**config.mk**
```make
export PLATFORM = sky130hd
export DESIGN_NAME = relay_sequencer
export DESIGN_NICKNAME = d
export VERILOG_FILES = /design/src/rtl/relay_seq_pkg.sv /design/src/rtl/relay_sequencer_dwell_timer.sv /design/src/rtl/relay_sequencer.sv
export SDC_FILE = /design/constraint.sdc
export NUM_CORES = 1
export LEC_CHECK = 0
export CAP_MARGIN = 20
export CORE_MARGIN = 2
export CORE_UTILIZATION = 35
export CTS_CLUSTER_DIAMETER = 150
export DETAILED_ROUTE_END_ITERATION = 12
export DONT_BUFFER_PORTS = 1
export SKIP_LAST_GASP = 1
export SLEW_MARGIN = 30
export SYNTH_ARGS = -nofsm -noshare
export SYNTH_HDL_FRONTEND = slang
export SYNTH_SLANG_ARGS = --single-unit
```
**constraint.sdc**
```tcl
create_clock -name clk -period 2.2 [get_ports clk]
set_input_delay 0.22 -clock clk [delete_from_list [all_inputs] [get_ports clk]]
set_output_delay 0.22 -clock clk [all_outputs]
set_load 0.1 [all_outputs]
```
**src/rtl/relay_seq_pkg.sv**
```systemverilog
// Shared types and defaults for the relay power-sequencing slice.
package relay_seq_pkg;

  typedef enum logic [2:0] {
    OFF       = 3'd0,
    DC_SETTLE = 3'd1,
    DC_ON     = 3'd2,
    AC_SETTLE = 3'd3,
    AC_ON     = 3'd4,
    AC_DROP   = 3'd5,
    DC_DROP   = 3'd6
  } relayState_t;

  localparam int unsigned SETTLE_CYCLES_DEF = 1000000;
  localparam int unsigned BLINK_CYCLES_DEF  = 2000000;

endpackage

```
**src/rtl/relay_sequencer_dwell_timer.sv**
```systemverilog
// Up-counter with synchronous clear; done flags the last count of a LIMIT-cycle window.
module dwell_timer #(
  parameter int unsigned LIMIT = 8,
  parameter int unsigned CNT_W = 4
) (
  input  logic clk,
  input  logic rst,
  input  logic clr,
  output logic done
);

  logic [CNT_W-1:0] countR;

  // Counter register: reset and clear both restart the window at zero
  always_ff @(posedge clk) begin
    if (rst || clr) begin
      countR <= {CNT_W{1'b0}};
    end else begin
      countR <= countR + {{(CNT_W-1){1'b0}}, 1'b1};
    end
  end

  assign done = (countR == CNT_W'(LIMIT - 1));

endmodule

```
**src/rtl/relay_sequencer.sv**
```systemverilog
// Orders DC/AC relay coil changes with a settle dwell per change and blinks the status LEDs in transit.
module relay_sequencer
  import relay_seq_pkg::*;
#(
  parameter int unsigned SETTLE_CYCLES = SETTLE_CYCLES_DEF,
  parameter int unsigned BLINK_CYCLES  = BLINK_CYCLES_DEF,
  parameter int unsigned CNT_W         = 21
) (
  input  logic clk,
  input  logic rst,
  input  logic dc_on_req,
  input  logic dc_off_req,
  input  logic ac_on_req,
  input  logic ac_off_req,
  output logic relay_dc,
  output logic relay_ac,
  output logic led_dc,
  output logic led_ac,
  output logic busy
);

  relayState_t stateR, stateNext;
  logic acPendR, acPendNext, dcDownR, dcDownNext;
  logic blinkPhR, blinkPhNext;
  logic settleDone, blinkDone, settleClr;
  logic relayDcNext, relayAcNext, ledDcNext, ledAcNext, busyNext;

  assign settleClr   = (stateNext != stateR);
  assign blinkPhNext = blinkDone ? ~blinkPhR : blinkPhR;

  dwell_timer #(.LIMIT(SETTLE_CYCLES), .CNT_W(CNT_W)) uSettle (
    .clk(clk), .rst(rst), .clr(settleClr), .done(settleDone)
  );

  dwell_timer #(.LIMIT(BLINK_CYCLES), .CNT_W(CNT_W)) uBlink (
    .clk(clk), .rst(rst), .clr(blinkDone), .done(blinkDone)
  );

  // State, flags and registered outputs; outputs follow the state being entered
  always_ff @(posedge clk) begin
    if (rst) begin
      stateR   <= OFF;
      acPendR  <= 1'b0;
      dcDownR  <= 1'b0;
      blinkPhR <= 1'b0;
      relay_dc <= 1'b0;
      relay_ac <= 1'b0;
      led_dc   <= 1'b0;
      led_ac   <= 1'b0;
      busy     <= 1'b0;
    end else begin
      stateR   <= stateNext;
      acPendR  <= acPendNext;
      dcDownR  <= dcDownNext;
      blinkPhR <= blinkPhNext;
      relay_dc <= relayDcNext;
      relay_ac <= relayAcNext;
      led_dc   <= ledDcNext;
      led_ac   <= ledAcNext;
      busy     <= busyNext;
    end
  end

  // Next-state logic; requests are taken in priority order dc_off > ac_off > ac_on > dc_on
  always_comb begin
    stateNext  = stateR;
    acPendNext = acPendR;
    dcDownNext = dcDownR;
    case (stateR)
      OFF: begin
        if (ac_on_req) begin
          stateNext  = DC_SETTLE;
          acPendNext = 1'b1;
        end else if (dc_on_req) begin
          stateNext = DC_SETTLE;
        end else begin
          stateNext = OFF;
        end
      end
      DC_SETTLE: begin
        if (dc_off_req) begin
          stateNext  = DC_DROP;
          acPendNext = 1'b0;
        end else begin
          if (ac_off_req) begin
            acPendNext = 1'b0;
          end else if (ac_on_req) begin
            acPendNext = 1'b1;
          end else begin
            acPendNext = acPendR;
          end
          // A request landing on the expiry cycle still decides where we go
          if (settleDone) begin
            stateNext  = acPendNext ? AC_SETTLE : DC_ON;
            acPendNext = 1'b0;
          end else begin
            stateNext = DC_SETTLE;
          end
        end
      end
      DC_ON: begin
        if (dc_off_req) begin
          stateNext = DC_DROP;
        end else if (ac_on_req) begin
          stateNext = AC_SETTLE;
        end else begin
          stateNext = DC_ON;
        end
      end
      AC_SETTLE, AC_ON: begin
        if (dc_off_req) begin
          stateNext  = AC_DROP;
          dcDownNext = 1'b1;
        end else if (ac_off_req) begin
          stateNext = AC_DROP;
        end else if ((stateR == AC_SETTLE) && settleDone) begin
          stateNext = AC_ON;
        end else begin
          stateNext = stateR;
        end
      end
      AC_DROP: begin
        if (dc_off_req) begin
          dcDownNext = 1'b1;
        end else begin
          dcDownNext = dcDownR;
        end
        if (settleDone) begin
          stateNext  = dcDownNext ? DC_DROP : DC_ON;
          dcDownNext = 1'b0;
        end else begin
          stateNext = AC_DROP;
        end
      end
      DC_DROP: begin
        if (settleDone) begin
          stateNext = OFF;
        end else begin
          stateNext = DC_DROP;
        end
      end
      default: begin
        stateNext  = OFF;
        acPendNext = 1'b0;
        dcDownNext = 1'b0;
      end
    endcase
  end

  // Output decode of the state being entered, so the registers line up with it
  always_comb begin
    relayDcNext = 1'b0;
    relayAcNext = 1'b0;
    ledDcNext   = 1'b0;
    ledAcNext   = 1'b0;
    busyNext    = 1'b0;
    case (stateNext)
      OFF: begin
        busyNext = 1'b0;
      end
      DC_SETTLE: begin
        relayDcNext = 1'b1;
        ledDcNext   = blinkPhNext;
        busyNext    = 1'b1;
      end
      DC_ON: begin
        relayDcNext = 1'b1;
        ledDcNext   = 1'b1;
      end
      AC_SETTLE: begin
        relayDcNext = 1'b1;
        relayAcNext = 1'b1;
        ledDcNext   = 1'b1;
        ledAcNext   = blinkPhNext;
        busyNext    = 1'b1;
      end
      AC_ON: begin
        relayDcNext = 1'b1;
        relayAcNext = 1'b1;
        ledDcNext   = 1'b1;
        ledAcNext   = 1'b1;
      end
      AC_DROP: begin
        relayDcNext = 1'b1;
        ledDcNext   = 1'b1;
        ledAcNext   = blinkPhNext;
        busyNext    = 1'b1;
      end
      DC_DROP: begin
        ledDcNext = blinkPhNext;
        busyNext  = 1'b1;
      end
      default: begin
        busyNext = 1'b0;
      end
    endcase
  end

endmodule
```
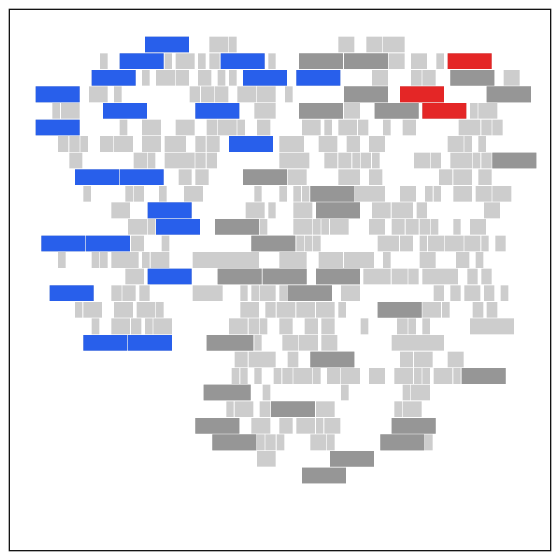
Figure 1: sequential cells grouped by signal name.
Other sequential cells in the stronger grey, the rest of the logic in the fainter grey.
red -> `stateR`  # placed flops 3
blue -> `uBlink.countR`  # placed flops 21

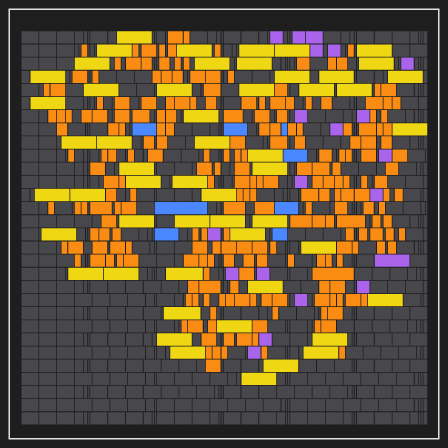
Figure 2: placed cells, one colour a class.
Fill, decap, tap and diode cells in grey.
yellow -> registers  # cells 53, share of their area 38%
orange -> remaining logic cells  # cells 232, share of their area 52%
blue -> clock drivers and dummy loads  # cells 8, share of their area 4.0%
purple -> remaining buffers and delay cells  # cells 20, share of their area 6.0%
sequential cell area share: 36.8%
Core Region: 0.00687 sq mm
FP Rows: 30

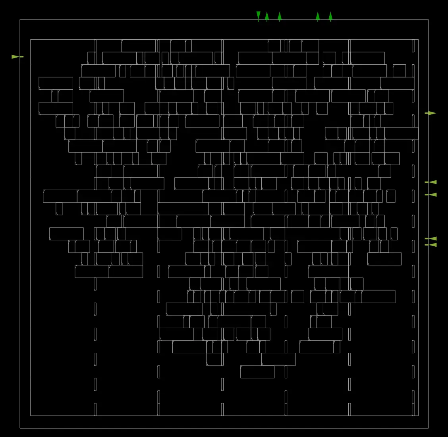
Figure 3: placement view.
tap cells: 96
flop count: 53
Util after Layout: 42.1%
Finished Layout Cells: 409

==> flow_metrics.env <==
# source this file to load flow results
export IMPL_status="finished clean"
export IMPL_grt_max_degree=22
export IMPL_synthAdderAreaFrac_pct=0.998
export IMPL_nNonClkInverters=7
export IMPL_warning_count=26
export IMPL_seqPwrFrac_pct=45.9
export IMPL_post_cts_setup_buffers=0
export IMPL_rsz0062_at_grt="no"
export IMPL_h_tree_depth=2
export IMPL_sh_comb_area_pct=48.6
export IMPL_cts_root_buf="clkbuf_8"
export IMPL_fp_util_pct=36.5
export IMPL_critPathLaunchType="flip-flop"
export IMPL_dp_cells=398
export IMPL_internal_power_w=0.00156
export IMPL_bufAreaShareNonClock_pct=5.71
export IMPL_startpoint="uSettle.countR[0]"
export IMPL_critPathBufInv=0
export IMPL_final_area_sq_mm=0.00289
export IMPL_cap_violations=0
export IMPL_cp_top_family="simple AND/OR/NAND/NOR gates"
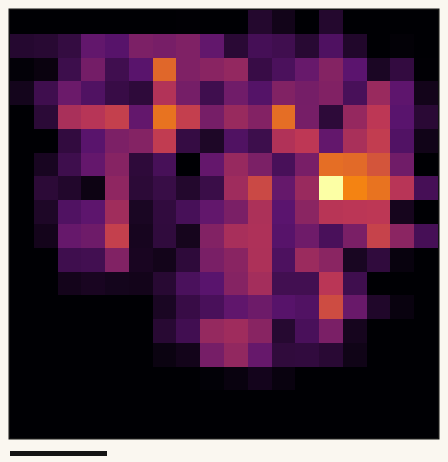
Figure 4: wire density map.
The bar under the picture is 20 um long. 18 x 18 tiles, from black (low) to pale yellow (high), scaled to the fullest tile. Values are wire area over tile area, all layers added.
tiles over half the peak = 5.2%
emptiest ninth of the die = lower left
mean over tiles = 0.094
nearly empty tiles = 35%

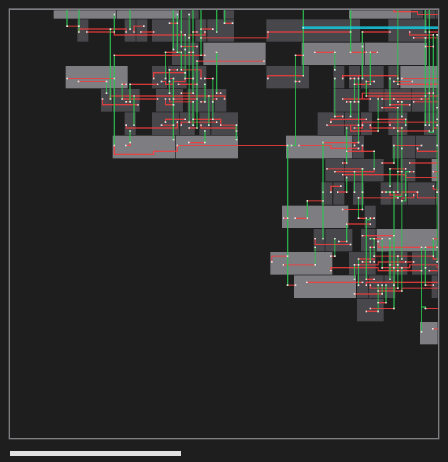
Figure 5: layout detail.
The bar under the picture is 20 um long. Window x 0 to 50, y 0 to 50 um. Cells in grey, sequential cells in the stronger grey; small squares are vias.
cyan -> M3
red -> M1
green -> M2
most frequent = nor2_1 (15), dfxtp_1 (10), xor2_1 (8)
sequential cells in the window = 12
cells with their middle in the window = 71
netlist names of flops here include = `uSettle.countR` (8), `uBlink.countR` (4)

